**config.mk**
```make
export PLATFORM = sky130hd
export DESIGN_NAME = alu_mdu_control
export DESIGN_NICKNAME = d
export VERILOG_FILES = /design/src/rtl/alu_pkg.sv /design/src/rtl/mdu_iter.sv /design/src/rtl/alu_mdu_control.sv
export SDC_FILE = /design/constraint.sdc
export NUM_CORES = 1
export LEC_CHECK = 0
export CAP_MARGIN = 20
export CORE_ASPECT_RATIO = 1.5
export CORE_MARGIN = 4
export CORE_UTILIZATION = 50
export DETAILED_ROUTE_END_ITERATION = 6
export PLACE_DENSITY = 0.69
export SYNTH_ARGS = -nofsm -noshare
export SYNTH_HDL_FRONTEND = slang
export SYNTH_HIERARCHICAL = 1
export SYNTH_SLANG_ARGS = --single-unit
```
**constraint.sdc**
```tcl
create_clock -name clk -period 7.1 [get_ports clk]
set_input_delay 1.065 -clock clk [delete_from_list [all_inputs] [get_ports clk]]
set_output_delay 1.065 -clock clk [all_outputs]
set_load 0.03 [all_outputs]
```
**src/rtl/alu_pkg.sv**
```systemverilog
`default_nettype none
// ============================================================================
// Module      : alu_pkg
// Description : Shared types and funct codes for the ALU decoder and the
//               iterative multiply/divide unit.
// Revision    : 1.0 - initial release
// ============================================================================
package alu_pkg;

    typedef enum logic [3:0] {
        ALU_ADD  = 4'd0,
        ALU_SUB  = 4'd1,
        ALU_AND  = 4'd2,
        ALU_OR   = 4'd3,
        ALU_NOR  = 4'd4,
        ALU_SLT  = 4'd5,
        ALU_SLL  = 4'd6,
        ALU_SRL  = 4'd7,
        ALU_XOR  = 4'd8,
        ALU_SRA  = 4'd9,
        ALU_SLTU = 4'd10
    } alu_op_t;

    typedef enum logic [1:0] {
        ST_IDLE = 2'd0,
        ST_BUSY = 2'd1,
        ST_DONE = 2'd2
    } mdu_state_t;

    // Encoding matches funct[1:0] of the mult/div group
    typedef enum logic [1:0] {
        OP_MULT  = 2'd0,
        OP_MULTU = 2'd1,
        OP_DIV   = 2'd2,
        OP_DIVU  = 2'd3
    } mdu_op_t;

    localparam logic [5:0] C_FN_SLL   = 6'b000000;
    localparam logic [5:0] C_FN_SRL   = 6'b000010;
    localparam logic [5:0] C_FN_SRA   = 6'b000011;
    localparam logic [5:0] C_FN_ADD   = 6'b100000;
    localparam logic [5:0] C_FN_ADDU  = 6'b100001;
    localparam logic [5:0] C_FN_SUB   = 6'b100010;
    localparam logic [5:0] C_FN_SUBU  = 6'b100011;
    localparam logic [5:0] C_FN_AND   = 6'b100100;
    localparam logic [5:0] C_FN_OR    = 6'b100101;
    localparam logic [5:0] C_FN_XOR   = 6'b100110;
    localparam logic [5:0] C_FN_NOR   = 6'b100111;
    localparam logic [5:0] C_FN_SLT   = 6'b101010;
    localparam logic [5:0] C_FN_SLTU  = 6'b101011;
    localparam logic [5:0] C_FN_MULT  = 6'b011000;
    localparam logic [5:0] C_FN_MULTU = 6'b011001;
    localparam logic [5:0] C_FN_DIV   = 6'b011010;
    localparam logic [5:0] C_FN_DIVU  = 6'b011011;
    localparam logic [5:0] C_FN_MFHI  = 6'b010000;
    localparam logic [5:0] C_FN_MTHI  = 6'b010001;
    localparam logic [5:0] C_FN_MFLO  = 6'b010010;
    localparam logic [5:0] C_FN_MTLO  = 6'b010011;

    // R-type funct to ALU operation; unknown functs fall back to add
    function automatic alu_op_t decode_funct(input logic [5:0] fn);
        case (fn)
            C_FN_SLL:             return ALU_SLL;
            C_FN_SRL:             return ALU_SRL;
            C_FN_SRA:             return ALU_SRA;
            C_FN_ADD, C_FN_ADDU:  return ALU_ADD;
            C_FN_SUB, C_FN_SUBU:  return ALU_SUB;
            C_FN_AND:             return ALU_AND;
            C_FN_OR:              return ALU_OR;
            C_FN_XOR:             return ALU_XOR;
            C_FN_NOR:             return ALU_NOR;
            C_FN_SLT:             return ALU_SLT;
            C_FN_SLTU:            return ALU_SLTU;
            default:              return ALU_ADD;
        endcase
    endfunction

endpackage : alu_pkg
`default_nettype wire

```
**src/rtl/mdu_iter.sv**
```systemverilog
`default_nettype none
// ============================================================================
// Module      : mdu_iter
// Description : Iterative shift-add multiplier / restoring divider, one bit
//               per cycle, with sign fix-up. start_i loads operands; done_o
//               is high in the last iteration cycle, when hi_o/lo_o hold the
//               final result to be captured on that edge.
// Revision    : 1.0 - initial release
// ============================================================================
module mdu_iter
    import alu_pkg::*;
#(
    parameter int WIDTH = 32
) (
    input  logic             clk,
    input  logic             reset,
    input  logic             start_i,
    input  mdu_op_t          op_i,
    input  logic [WIDTH-1:0] a_i,
    input  logic [WIDTH-1:0] b_i,
    output logic             done_o,
    output logic [WIDTH-1:0] hi_o,
    output logic [WIDTH-1:0] lo_o
);

    localparam int CW = $clog2(WIDTH);

    // acc_q: multiply -> {partial high, multiplier shifting out}
    //        divide   -> {remainder, dividend shifting into quotient}
    logic [2*WIDTH-1:0] acc_q;
    logic [WIDTH-1:0]   opd_q;     // multiplicand or divisor magnitude
    logic [WIDTH-1:0]   a_q;       // raw dividend, returned as HI on divide by zero
    logic [CW-1:0]      cnt_q;
    logic               run_q;
    logic               is_div_q;
    logic               neg_q;     // product/quotient negative
    logic               rneg_q;    // remainder negative
    logic               dz_q;

    logic               w_is_div;
    logic               w_sgn;
    logic [WIDTH-1:0]   w_mag_a;
    logic [WIDTH-1:0]   w_mag_b;
    logic [WIDTH:0]     w_sum;
    logic [WIDTH:0]     w_shift;
    logic [WIDTH:0]     w_diff;
    logic [2*WIDTH-1:0] w_step;
    logic [2*WIDTH-1:0] w_prod;

    assign w_is_div = (op_i == OP_DIV) || (op_i == OP_DIVU);
    assign w_sgn    = (op_i == OP_MULT) || (op_i == OP_DIV);
    assign w_mag_a  = (w_sgn && a_i[WIDTH-1]) ? -a_i : a_i;
    assign w_mag_b  = (w_sgn && b_i[WIDTH-1]) ? -b_i : b_i;
    assign done_o   = run_q && (cnt_q == CW'(WIDTH - 1));

    // One multiply or divide iteration on the accumulator
    always_comb begin
        w_sum   = {1'b0, acc_q[2*WIDTH-1:WIDTH]}
                + {1'b0, (acc_q[0] ? opd_q : {WIDTH{1'b0}})};
        w_shift = acc_q[2*WIDTH-1:WIDTH-1];
        w_diff  = w_shift - {1'b0, opd_q};
        if (is_div_q) begin
            if (w_diff[WIDTH]) begin
                w_step = {w_shift[WIDTH-1:0], acc_q[WIDTH-2:0], 1'b0};
            end else begin
                w_step = {w_diff[WIDTH-1:0], acc_q[WIDTH-2:0], 1'b1};
            end
        end else begin
            w_step = {w_sum, acc_q[WIDTH-1:1]};
        end
    end

    // Sign fix-up of the final iteration, plus divide-by-zero override
    always_comb begin
        w_prod = neg_q ? -w_step : w_step;
        if (!is_div_q) begin
            hi_o = w_prod[2*WIDTH-1:WIDTH];
            lo_o = w_prod[WIDTH-1:0];
        end else if (dz_q) begin
            hi_o = a_q;
            lo_o = {WIDTH{1'b1}};
        end else begin
            hi_o = rneg_q ? -w_step[2*WIDTH-1:WIDTH] : w_step[2*WIDTH-1:WIDTH];
            lo_o = neg_q  ? -w_step[WIDTH-1:0]       : w_step[WIDTH-1:0];
        end
    end

    // Operand capture on start, then one iteration per cycle until done
    always_ff @(posedge clk) begin
        if (reset) begin
            acc_q    <= '0;
            opd_q    <= '0;
            a_q      <= '0;
            cnt_q    <= '0;
            run_q    <= 1'b0;
            is_div_q <= 1'b0;
            neg_q    <= 1'b0;
            rneg_q   <= 1'b0;
            dz_q     <= 1'b0;
        end else if (start_i) begin
            acc_q    <= {{WIDTH{1'b0}}, (w_is_div ? w_mag_a : w_mag_b)};
            opd_q    <= w_is_div ? w_mag_b : w_mag_a;
            a_q      <= a_i;
            cnt_q    <= '0;
            run_q    <= 1'b1;
            is_div_q <= w_is_div;
            neg_q    <= w_sgn && (a_i[WIDTH-1] ^ b_i[WIDTH-1]);
            rneg_q   <= w_sgn && a_i[WIDTH-1];
            dz_q     <= (b_i == '0);
        end else if (run_q) begin
            acc_q <= w_step;
            cnt_q <= cnt_q + CW'(1);
            if (done_o) begin
                run_q <= 1'b0;
            end
        end
    end

endmodule : mdu_iter
`default_nettype wire

```
**src/rtl/alu_mdu_control.sv**
```systemverilog
`default_nettype none
// ============================================================================
// Module      : alu_mdu_control
// Description : MIPS ALU control decoder with HI/LO registers and an
//               iterative multiply/divide unit that stalls the pipeline while
//               an operation is outstanding.
// Revision    : 1.0 - initial release
// ============================================================================
module alu_mdu_control
    import alu_pkg::*;
#(
    parameter int WIDTH = 32
) (
    input  logic             clk,
    input  logic             reset,
    input  logic             valid,
    input  logic [5:0]       funct,
    input  logic [1:0]       aluop,
    input  logic [WIDTH-1:0] srca,
    input  logic [WIDTH-1:0] srcb,
    output logic [3:0]       alucontrol,
    output logic             result_sel,
    output logic [WIDTH-1:0] mdu_result,
    output logic             stall,
    output logic             busy
);

    mdu_state_t       state_q, state_d;
    logic [WIDTH-1:0] hi_q, lo_q;

    logic             w_is_r, w_muldiv, w_mfhi, w_mflo, w_mthi, w_mtlo, w_mfmt;
    logic             w_start, w_mt_ok, w_done;
    logic [WIDTH-1:0] w_mdu_hi, w_mdu_lo;
    alu_op_t          w_aluop;

    assign w_is_r   = (aluop == 2'b10);
    assign w_muldiv = w_is_r && (funct inside {C_FN_MULT, C_FN_MULTU, C_FN_DIV, C_FN_DIVU});
    assign w_mfhi   = w_is_r && (funct == C_FN_MFHI);
    assign w_mflo   = w_is_r && (funct == C_FN_MFLO);
    assign w_mthi   = w_is_r && (funct == C_FN_MTHI);
    assign w_mtlo   = w_is_r && (funct == C_FN_MTLO);
    assign w_mfmt   = w_mfhi || w_mflo || w_mthi || w_mtlo;

    assign busy     = (state_q != ST_IDLE);
    assign w_start  = (state_q == ST_IDLE) && valid && w_muldiv;
    // DONE lets the held instruction retire, so it never stalls
    assign stall    = w_start
                   || (state_q == ST_BUSY)
                   || (valid && busy && w_mfmt && (state_q != ST_DONE));
    assign w_mt_ok  = valid && !stall;

    // ALU operation select; independent of valid
    always_comb begin
        w_aluop = ALU_ADD;
        case (aluop)
            2'b01:   w_aluop = ALU_SUB;
            2'b10:   w_aluop = decode_funct(funct);
            default: w_aluop = ALU_ADD;
        endcase
    end
    assign alucontrol = w_aluop;

    // HI/LO read-out for mfhi/mflo
    always_comb begin
        result_sel = w_mfhi || w_mflo;
        mdu_result = '0;
        if (w_mfhi) begin
            mdu_result = hi_q;
        end else if (w_mflo) begin
            mdu_result = lo_q;
        end
    end

    mdu_iter #(
        .WIDTH (WIDTH)
    ) u_mdu_iter (
        .clk     (clk),
        .reset   (reset),
        .start_i (w_start),
        .op_i    (mdu_op_t'(funct[1:0])),
        .a_i     (srca),
        .b_i     (srcb),
        .done_o  (w_done),
        .hi_o    (w_mdu_hi),
        .lo_o    (w_mdu_lo)
    );

    // Next-state logic: issue, iterate, one retire cycle
    always_comb begin
        state_d = state_q;
        case (state_q)
            ST_IDLE: if (w_start) state_d = ST_BUSY;
            ST_BUSY: if (w_done)  state_d = ST_DONE;
            ST_DONE:              state_d = ST_IDLE;
            default:              state_d = ST_IDLE;
        endcase
    end

    // State register
    always_ff @(posedge clk) begin
        if (reset) begin
            state_q <= ST_IDLE;
        end else begin
            state_q <= state_d;
        end
    end

    // HI/LO: MDU result on completion, otherwise mthi/mtlo writes
    always_ff @(posedge clk) begin
        if (reset) begin
            hi_q <= '0;
            lo_q <= '0;
        end else if (w_done) begin
            hi_q <= w_mdu_hi;
            lo_q <= w_mdu_lo;
        end else begin
            if (w_mt_ok && w_mthi) hi_q <= srca;
            if (w_mt_ok && w_mtlo) lo_q <= srca;
        end
    end

endmodule : alu_mdu_control
`default_nettype wire

```
**PDN straps and rails**

(2 px per µm) Pins as bars on the die edge.
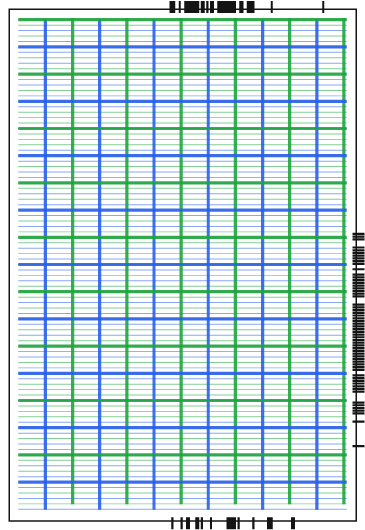
VSS -> blue
VDD -> green
met5 straps = 18
met4 straps = 12
Core Footprint: 40200 µm²
Die W: 173 µm

**Cell placement**

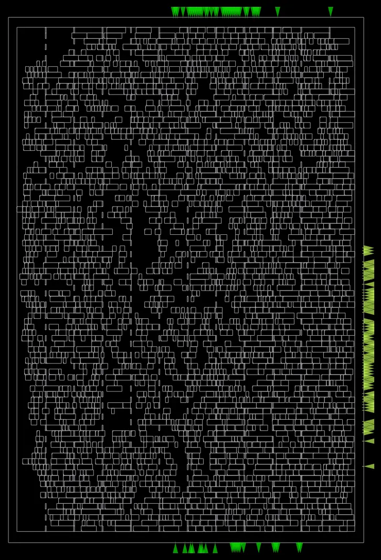
flop count: 204
# rows: 90
sequential share of cell area: 0.181
filler instances: 3856

**Close-up of the layout**

Window x 61 to 111, y 154 to 204 µm. Cells in grey, sequential cells in the stronger grey; small squares are vias.
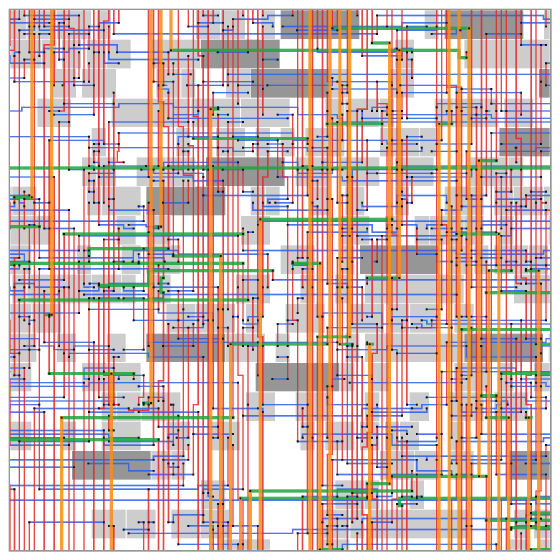
metal 1 -> blue
metal 3 -> green
metal 4 -> orange
metal 2 -> red
most frequent = nor2_1 (26), nand2_1 (17), a21oi_1 (16)
sequential cells in the window = 13
cells with their middle in the window = 171
netlist names of flops here include = u_mdu_iter/acc_q (10), u_mdu_iter/opd_q (2)

**Routed metal per tile**

(1.5 px per µm) The die is cut into 17 by 26 equal tiles; dark purple is low, yellow is high, scaled to the fullest tile. Values are wire area over tile area, all layers added.
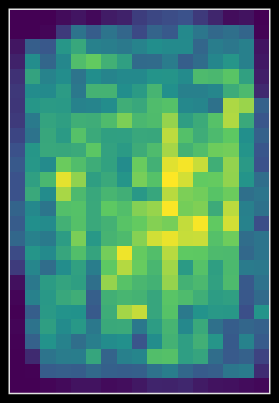
densest ninth of the die = middle
fullest tile = 0.69
emptiest ninth of the die = bottom left
tiles over half the peak = 51%
nearly empty tiles = 4.1%

==> CHANGELOG.md <==
## Flow update

- Status: complete, no violations
- Metal-1 WL: 31.2 mm
- Top cells excl fill/tap: nor2_1 (343), nand2_1 (236), mux2i_1 (216)
- Period utilisation layout: 0.932
- CTS H-tree lvls: 1
- Met2 usage: 0.652
- Sequential share of power: 0.383
- WP depth: 24
- Crit path max fanout: 6
- Group drawing the most power: the clock network
- GP Congestion: 1.06
- F_max: around 150 MHz
- Io pins: ~110
- Via density per instance: about 6.6
- Clk power: around 0.0012 W
- Util after Layout: 0.561
- Final Skew: 0.0223 ns
- Setup WS pre-CTS: 0.526 ns
- Antenna diodes: 1
- Slew at the pin closest to its max-slew limit: 1.06 ns
- Slowest Stage Delay on Critical Path: roughly 0.52 ns
- Setup bufs post-CTS: 0
- FF-to-FF End: hi_q[20]
- Clk buf depth: 3
- Peak supply drop: ~0.17 mV
- Critical Path End: hi_q[20]
- Crit. Startpoint: u_mdu_iter/acc_q[31]
- Hold depth: 1
- Cts hold-fix bufs: 0
- Max Used Layer: met4
- Cells after Synth: around 2700
- Total of max-cap violations: 0
- Final Max Slew Viols: 0
- Top Family by Delay on Critical Path: simple AND/OR/NAND/NOR gates
- XORs/XNORs by Area: 0.0805
- Core Util at FP: 0.506
- Power Internal: between 0.002 and 0.0025 W
- Top cell area share: 0.201
- Tap Count: slightly above 500
- Commonest cells post-synth: nor2_1 (346), nand2_1 (237), mux2i_1 (216), dfxtp_1 (204), a21oi_1 (202)
- Root Driver: clkbuf_16
- Met2 WL post-DR: around 41 mm
- Clock-pin slew on the worst setup and hold paths: ~0.060 ns
- DIE AREA: approximately 44000 µm²
- Setup TNS: 0 ns
- Latency at later pin: around 0.56 ns
- Largest net degree at the start of global routing: approximately 74
- Top cell by count, worst path: nand2b_1
- Yosys simple share: 0.225
- Worst reg-to-reg setup slack: about 0.48 ns
- Met1 Resource Use GR: 0.406
- Invs w/o clock: 79
- Adder share: 0.0462
- Post-synthesis async set-or-reset flop share: 0
- Layout Cells excl Fill: approximately 3200
- Finish-stage setup viols: 0
- Hold Path Class: flip-flop to flip-flop
- Flip-flops with a built-in enable: 0
- # Cells Yosys: approximately 2700
- Number of clock buffers in the layout: 36
- OpenROAD warnings: 27
- Unrepaired setup endpoints after global routing: no
- Placed Area: around 22000 µm²
- Clock sinks: approximately 200
- GRT overflow: 0
- Most flop-heavy register: u_mdu_iter/acc_q
- Logic family by area: AND-OR/OR-AND gates
- FF-to-FF path depth: 24
- Routed WL per cell: approximately 27 µm
- Vias in the first global route: ~20000
- Leakage: 8.44 nW
Power is estimated from default activity; no workload was simulated.
